## src/rtl/lc3b_types.sv

```systemverilog
// Shared LC-3b memory-system types: word/line widths and the arbiter
// state encoding used by cache_arbiter.
package lc3b_types;

  typedef logic [15:0]  lc3b_word;
  typedef logic [127:0] lc3b_line;

  // Arbiter state: idle, or owning physical memory on behalf of one cache.
  typedef enum logic [1:0] {
    ARB_IDLE    = 2'd0,
    ARB_SERVE_I = 2'd1,
    ARB_SERVE_D = 2'd2
  } lc3b_arb_state;

  // Which cache was granted most recently; used to alternate on conflicts.
  typedef enum logic {
    GRANT_I = 1'b0,
    GRANT_D = 1'b1
  } lc3b_arb_side;

endpackage

```

## src/rtl/cache_arbiter.sv

```systemverilog
// Arbitrates the I-cache and D-cache line interfaces onto a single
// physical-memory port. The caches keep their own interfaces unchanged;
// request/address/data are steered combinationally, never latched.
//
// state       | meaning
// ------------+--------------------------------------------------------
// ARB_IDLE    | no owner; choose a requester, bump its grant counter
// ARB_SERVE_I | memory driven from I side, wait for pmem_resp
// ARB_SERVE_D | memory driven from D side (write wins), wait for pmem_resp
module cache_arbiter
  import lc3b_types::*;
(
  input  logic         clk,
  input  logic         rst,

  input  logic         i_read,
  input  logic [15:0]  i_address,
  output logic [127:0] i_rdata,
  output logic         i_resp,

  input  logic         d_read,
  input  logic         d_write,
  input  logic [15:0]  d_address,
  input  logic [127:0] d_wdata,
  output logic [127:0] d_rdata,
  output logic         d_resp,

  output logic         pmem_read,
  output logic         pmem_write,
  output logic [15:0]  pmem_address,
  output logic [127:0] pmem_wdata,
  input  logic [127:0] pmem_rdata,
  input  logic         pmem_resp,

  output logic [15:0]  i_grants,
  output logic [15:0]  d_grants
);

  lc3b_arb_state state;
  lc3b_arb_state state_next;
  lc3b_arb_side  last_grant;
  logic          d_req;
  logic          grant_i;
  logic          grant_d;

  // A read+write combination still counts as a single D request.
  assign d_req = d_read | d_write;

  // Next-state and grant selection; conflicts go to the side not granted last.
  always_comb begin
    state_next = state;
    grant_i    = 1'b0;
    grant_d    = 1'b0;
    case (state)
      ARB_IDLE: begin
        if (i_read && d_req) begin
          if (last_grant == GRANT_I) grant_d = 1'b1;
          else                       grant_i = 1'b1;
        end else if (i_read) begin
          grant_i = 1'b1;
        end else if (d_req) begin
          grant_d = 1'b1;
        end
        if (grant_i) state_next = ARB_SERVE_I;
        if (grant_d) state_next = ARB_SERVE_D;
      end
      ARB_SERVE_I, ARB_SERVE_D: begin
        if (pmem_resp) state_next = ARB_IDLE;
      end
      default: state_next = ARB_IDLE;
    endcase
  end

  // State, fairness bit and grant counters; reset overrides everything.
  always_ff @(posedge clk) begin
    if (rst) begin
      state      <= ARB_IDLE;
      last_grant <= GRANT_I;
      i_grants   <= 16'h0000;
      d_grants   <= 16'h0000;
    end else begin
      state <= state_next;
      if (grant_i) begin
        last_grant <= GRANT_I;
        i_grants   <= i_grants + 16'd1;
      end
      if (grant_d) begin
        last_grant <= GRANT_D;
        d_grants   <= d_grants + 16'd1;
      end
    end
  end

  // Read data is broadcast to both caches; only the resp pulse qualifies it.
  assign i_rdata = pmem_rdata;
  assign d_rdata = pmem_rdata;

  // Memory-side steering and completion pulses for the current owner.
  always_comb begin
    pmem_read    = 1'b0;
    pmem_write   = 1'b0;
    pmem_address = i_address;
    pmem_wdata   = d_wdata;
    i_resp       = 1'b0;
    d_resp       = 1'b0;
    case (state)
      ARB_SERVE_I: begin
        pmem_read    = 1'b1;
        pmem_address = i_address;
        i_resp       = pmem_resp;
      end
      ARB_SERVE_D: begin
        pmem_read    = d_read & ~d_write;
        pmem_write   = d_write;
        pmem_address = d_address;
        d_resp       = pmem_resp;
      end
      default: begin
        pmem_read  = 1'b0;
        pmem_write = 1'b0;
      end
    endcase
  end

endmodule

```

## config.mk

```make
export PLATFORM = sky130hd
export DESIGN_NAME = cache_arbiter
export DESIGN_NICKNAME = d
export VERILOG_FILES = /design/src/rtl/lc3b_types.sv /design/src/rtl/cache_arbiter.sv
export SDC_FILE = /design/constraint.sdc
export NUM_CORES = 1
export LEC_CHECK = 0
export CAP_MARGIN = 20
export CORE_AREA = 2 2 283 285
export CTS_CLUSTER_DIAMETER = 120
export DETAILED_ROUTE_END_ITERATION = 12
export DIE_AREA = 0 0 285 287
export RECOVER_POWER = 25
export SYNTH_ARGS = -nofsm -noshare
export SYNTH_HDL_FRONTEND = slang
export SYNTH_SLANG_ARGS = --single-unit
export TNS_END_PERCENT = 5
```

## constraint.sdc

```tcl
create_clock -name clk -period 2.51 [get_ports clk]
set_clock_uncertainty 0.05 [all_clocks]
set_input_delay 0.251 -clock clk [delete_from_list [all_inputs] [get_ports clk]]
set_output_delay 0.251 -clock clk [all_outputs]
set_load 0.05 [all_outputs]
```

==> flow_summary.toml, run 1 <==
# synthesis and place-and-route metrics
[placed_design]
hpwlAfterDp_mm = 23.3
dp_cells = 1357
place_area_mm2 = 0.00409
dp_slack_ns = 0.392

[grt]
grt_pass1_wl_mm = 30.7
overflow = 0

[critical_path]
worstSetupEndpointType = "output pin"
critPathLaunchType = "register"
cp_cell_sequence = "inv_1 > ha_1 > buf_4 > mux2_2 > buf_4"
path_max_fanout = 17
crit_path_max_incr_delay_ns = 0.41
arrival_ns = 1.77
crit_buf_inv = 3
crit_type = "reg -> out"
worst_ep_required_time_ns = 2.21

[synth]
ys_chip_area_mm2 = 0.00480
syn_area_mm2 = 0.00480
yosysSeqAreaShare = 0.146
synthArstFlopShare = 0
edf_count = 0
synth_top_flop_cell = "dfxtp_1"
yosys_cells = 603
synth_cells = 603
synthTopCellsByCount = "buf_4 (385), dfxtp_1 (35), nor2_1 (23), mux2_2 (16), a21oi_1 (15)"
synth_flop_count = 35
synth_top_area_share = 0.602
ys_warn_count = 0
fp_nets = 902
top_area_cell = "buf_4"

[routing]
ant_nets = 0
vias = 2513
drt-pass1-iter-count = 4
first_iter_violations = 135
post-route-drc-count = 0
wl_per_cell_um = 18.9

[status]
status = "finished clean"

[floorplanning]
ios = 730
fp.dieW_um = 285
core_area_mm2 = 0.0786
die_area_mm2 = 0.0818

[sta]
worstMarginPinSlew_ns = 0.647
setup_viol = 0
hold_viol_final = 0
finalCritPeriodShare = 0.824
max_freq_mhz = 484
tns_ns = 0
rsz0062_at_grt = "no"
holdWs_ns = 0.452

[clock_tree]
cts_made_buffers = 5
ctsResizeCount = 0
cts_setup_buffers = 0
ctsLongestPathBuffers = 2
holdBufCountCts = 0
cts_tree = "done"

[layout]
final_cell_area_mm2 = 0.00423
fin_cells = 1365
area_growth_syn_to_layout_pct = -12.0
drive_gt1_frac = 0.216

[power_and_ir_drop]
ir_drop_uv = 337
power_per_cell_area_mw_per_mm2 = 423
power_mw = 1.79
==> run 1: state kept, by name, indices dropped and copies added, names as in the netlist <==
name and cells:
state 2, last_grant 1, i_grants 16, d_grants 16
==> run 1: worst reg2reg max path: stages, from the launching register on <==
cell and delay, ns:
dfxtp_1 0.33, inv_1 0.08, ha_1 0.20, buf_4 0.19, and4_1 0.25, nand4_1 0.28, or3_1 0.40, a21oi_1 0.14
==> run 1: final timing paths <==
path                            cells past startpoint         start              end  slack, ns
worst max-delay path                                5      state[0]  pmem_address[9]       0.44
worst min-delay path                                0  d_wdata[120]  pmem_wdata[120]       0.45
worst max register to register                      7      state[0]     i_grants[14]       0.53
worst min register to register                      2  i_grants[15]     i_grants[15]       0.46
==> run 1: routing by layer <==
layer  wire (um)  part of all wire  vias to the layer above  global-route usage
met5          69            0.0027                        -             0.00930
met4        1220             0.047                        2              0.0279
met3        7560              0.29                      103              0.0785
met2       10800              0.42                      443              0.0871
met1        6170              0.24                      987              0.0418
li1            -                 -                      978                   -
==> run 1: cell type report <==
cell class                      instances  area, um^2
Clock inverter                          2        12.5
Timing Repair Buffer                   97         908
Tap cell                             1050        1310
Multi-Input combinational cell        170        1140
Clock buffer                            6         129
Fill cell                            9372       74400
Sequential cell                        35         701
Inverter                                5        18.8
==> run 1: cells in the final DEF (no fill, tap or decap), types with 5 or more instances in the layout <==
cell / Yosys / final
xor2_1: 9 / 9
nand4_1: 11 / 11
clkbuf_16: 0 / 5
nand2_1: 10 / 10
inv_1: 5 / 5
nand3_1: 14 / 14
mux2_2: 16 / 16
buf_4: 385 / 37
or3_1: 10 / 10
ha_1: 5 / 5
clkdlybuf4s50_1: 0 / 57
xnor2_1: 8 / 8
nor2_1: 23 / 23
and4_1: 6 / 6
o21ai_0: 13 / 13
a21oi_1: 15 / 15
dfxtp_1: 35 / 35
==> run 1: logic make-up after synthesis <==
kind of cell	share of synthesized area
buffers and inverters	0.616
adder cells (fa/ha/maj)	0.0130
flip-flops	0.146
AND/OR/NAND/NOR	0.111
multiplexers	0.0419
AND-OR/OR-AND	0.0412
XOR/XNOR	0.0310
==> run 1: report_power, final <==
| part | leakage [nW] | internal [mW] | switching [mW] |
|---|---|---|---|
| Clock | 0.0669 | 0.366 | 0.226 |
| Sequential | 0.283 | 0.576 | 0.0253 |
| Combinational | 0.775 | 0.237 | 0.357 |
Run 1, pin map:
Scale bar: 100 um. Pins as bars across the die edge, other pins in gray.
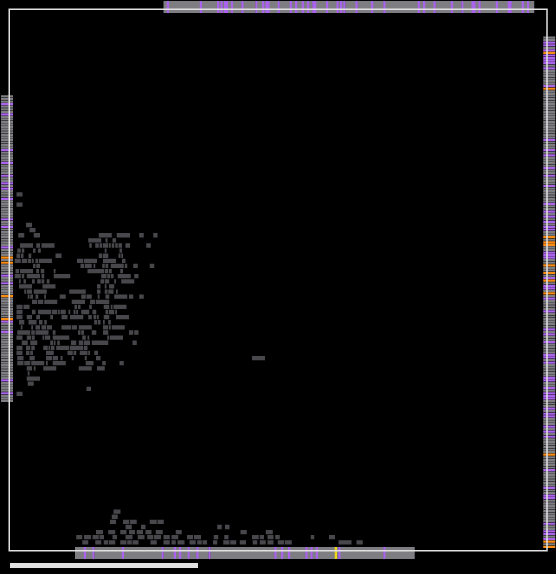
Orange is d_grants, pins 16, direction output, edge 12 right, 4 left. Purple is i_rdata, pins 128, direction output, edge 55 right, 39 top, 17 bottom, 17 left. Yellow is i_resp, pins 1, direction output, edge bottom.
All pins by edge: 214 top, 200 right, 196 bottom, 120 left.

Run 1, clock nets:
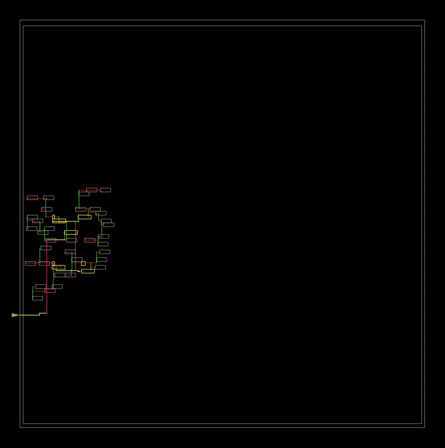
clock buffer count: 6
Clock group: 592 uW
Worst-Skew Late Latency: 0.28 ns
Clock Sinks: 35
registers: 35

Run 1, wire density map:
Scale bar: 100 um. The die is cut into 28 by 29 equal tiles; dark blue is low, red is high, scaled to the fullest tile. Values are wire area over tile area, all layers added.
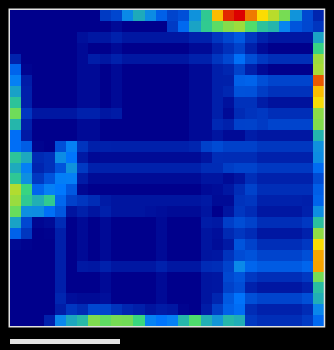
3.9% of the tiles are over half the peak. The densest ninth of the die: top right. The mean over all tiles is 0.064. The fullest tile reaches 0.64.
wirelength, routed: 25.8 mm
Total GRT Usage: 0.0594

==> inputs of run 2 (changes only) <==
==> constraint.sdc (replaced) <==
create_clock -name clk -period 2 [get_ports clk]
set_clock_uncertainty 0.05 [all_clocks]
set_input_delay 0.2 -clock clk [delete_from_list [all_inputs] [get_ports clk]]
set_output_delay 0.2 -clock clk [all_outputs]
set_load 0.05 [all_outputs]
Run 2, clock nets:
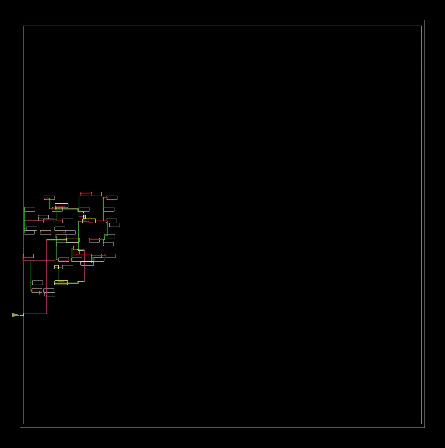
CTS Buf Count: 5
Clock group: 756 uW

==> flow_summary.toml, run 2 <==
# synthesis and place-and-route metrics
[critical_path]
path_max_fanout = 17
crit_buf_inv = 3
reg2regPathDepth = 7
worstSetupEndpointType = "output pin"
rr_startpoint = "state[0]"
critPathLaunchType = "register"
crit_type = "reg -> out"
arrival_ns = 1.70
crit_start = "state[0]"
cp_cell_sequence = "inv_1 > ha_1 > buf_12 > mux2_2 > buf_4"
cpLargestDelayFamily = "buffers and inverters"
critical_path_cell_count = 5
reg2reg_slack_ns = 0.12
setup.worst_path.end = "pmem_address[9]"
crit_path_max_incr_delay_ns = 0.39
slowest_stage = "mux2_2"
reg2reg_to = "i_grants[12]"
worst_ep_required_time_ns = 1.75

[grt]
antenna_found_initial = 0
overflow = 0
grtUsageTotal = 0.0594
grt_max_degree = 18
grt_pass1_vias = 2574
grt_pass1_wl_mm = 30.6

[sta]
worstMarginPinSlew_ns = 0.504
finalCriticalPeriod_ns = 1.95
rsz0062_at_grt = "yes"
max_freq_mhz = 512
holdWs_ns = 0.350
fin_ws_ns = 0.0461
finalCritPeriodShare = 0.977
slew_viol_final = 0
relSlewSlack = 0.663
setup_viol = 0
tns_ns = 0
hold_viol_final = 0

[synth]
yosysSeqAreaShare = 0.146
most_common_cell = "buf_4"
synth_top_flop_cell = "dfxtp_1"
synth_flop_count = 35
synth_top_area_share = 0.602
synth_cells = 603
synthTopCellsByCount = "buf_4 (385), dfxtp_1 (35), nor2_1 (23), mux2_2 (16), a21oi_1 (15)"
fp_nets = 902
top_area_cell = "buf_4"
syn_area_mm2 = 0.00480
avgSynthCellArea_um2 = 7.97
yosys_cells = 603
edf_count = 0
synthArstFlopShare = 0
ys_warn_count = 0
yosysUniqueCellTypes = 35
ys_top_cells_by_area = "buf_4 (60%), dfxtp_1 (15%), mux2_2 (3.8%)"
ys_chip_area_mm2 = 0.00480

[floorplanning]
core.rowCount = 103
fp_util = 0.0611
die_area_mm2 = 0.0818
core_area_mm2 = 0.0786
fp.dieH_um = 287
ios = 730
fp.dieW_um = 285

[job]
log.warning_count = 29
maxCapViolations = 0

[placed_design]
io_buffers = 89
hpwlAfterDp_mm = 23.6
dp_slack_ns = -0.0508
gp_congestion = 0.713

[routing]
vias = 2574
wl_per_cell_um = 18.9
first_iter_violations = 114
ant_nets = 0
drt-total-wl_mm = 26.1
post-route-drc-count = 0
drt-pass1-iter-count = 4
vias_per_cell = 1.86

[min_path]
hp-class = "in -> out"

[clock_tree]
clk_latency_ns = 0.28
htreeDepth = 2
ctsLongestPathBuffers = 2
cts_tree = "done"
clkTransAtPathRegs_ns = 0.05
clkSinkCount = 35
holdBufCountCts = 0
root_buffer = "clkbuf_16"

[power_and_ir_drop]
power_mw = 2.29
power_per_cell_area_mw_per_mm2 = 526
leakage_nw = 1.23
ir_drop_uv = 291

[layout]
most-common-layout-cells = "buf_4 (58), clkdlybuf4s50_1 (48), dfxtp_1 (35)"
top_regs = "d_grants x16, i_grants x16, state x2"
fin_nets = 628
lay_top_count = "buf_4"
area_growth_syn_to_layout_pct = -9.30
drive_gt1_frac = 0.288

[status]
status = "finished clean"
[run 2: cell type report]
| type | instances | area, um^2 |
|---|---|---|
| Inverter | 5 | 18.8 |
| Clock inverter | 2 | 12.5 |
| Timing Repair Buffer | 112 | 1030 |
| Antenna cell | 1 | 2.50 |
| Multi-Input combinational cell | 170 | 1150 |
| Clock buffer | 6 | 129 |
| Tap cell | 1050 | 1310 |
| Sequential cell | 35 | 701 |
| Fill cell | 9370 | 74300 |
[run 2: cell families (layout without fill, tap and decap cells)]
| logic type | Yosys count | after routing | share of synthesized area |
|---|---|---|---|
| other | 0 | 1 | 0 |
| DFF | 35 | 35 | 0.146 |
| adders and majority gates | 5 | 5 | 0.0130 |
| AOI/OAI and AO/OA | 34 | 34 | 0.0412 |
| and+or+nand+nor | 96 | 96 | 0.111 |
| xor gates and xnor gates | 17 | 17 | 0.0310 |
| muxes | 18 | 18 | 0.0419 |
| buffers and inverters | 398 | 125 | 0.616 |
[run 2: power by group]
part	total (mW)	internal (mW)	switching [mW]
Combinational	0.784	0.325	0.460
Clock	0.756	0.459	0.296
Sequential	0.753	0.723	0.0296
[run 2: per-layer routing]
metal  GRT usage  up-vias  share of wire
li1            -     1015              -
met1      0.0422     1017           0.25
met2      0.0878      435           0.42
met3      0.0763      105           0.28
met4      0.0287        2          0.046
met5     0.00930        -         0.0026
[run 2: worst reg2reg max path, delay by kind of cell, from the launching register on]
| family | cells | cell delay, ns |
|---|---|---|
| flops | 1 | 0.33 |
| compound gates | 1 | 0.13 |
| buf+inv | 2 | 0.23 |
| simple gates | 3 | 0.87 |
| fa+ha+maj | 1 | 0.21 |
[run 2: worst min path at each step]
stage                        start         endpoint  depth (start not counted)
floorplan                      rst     i_grants[10]                          2
global placement      d_wdata[124]  pmem_wdata[124]                          0
detailed placement    d_wdata[124]  pmem_wdata[124]                          0
CTS                   d_wdata[124]  pmem_wdata[124]                          0
global route        pmem_rdata[49]      i_rdata[49]                          0
finish                d_wdata[120]  pmem_wdata[120]                          0
[run 2: stage by stage]
stage | instances | util | cell area (um^2)
after global placement | 1371 | 0.0533 | 4190
after CTS | 1379 | 0.0551 | 4330
after global routing | 1380 | 0.0554 | 4350
after floorplan | 603 | - | 4800
final | 1381 | 0.0554 | 4360
after detailed placement | 1371 | 0.0533 | 4190
[run 2: repair_timing]
item                       4_1_cts  5_1_grt
setup buffers                    0        1
gates resized                    0        4
setup endpoints to repair        0       10
No activity file was given, so power comes from the tool's default toggle rates.
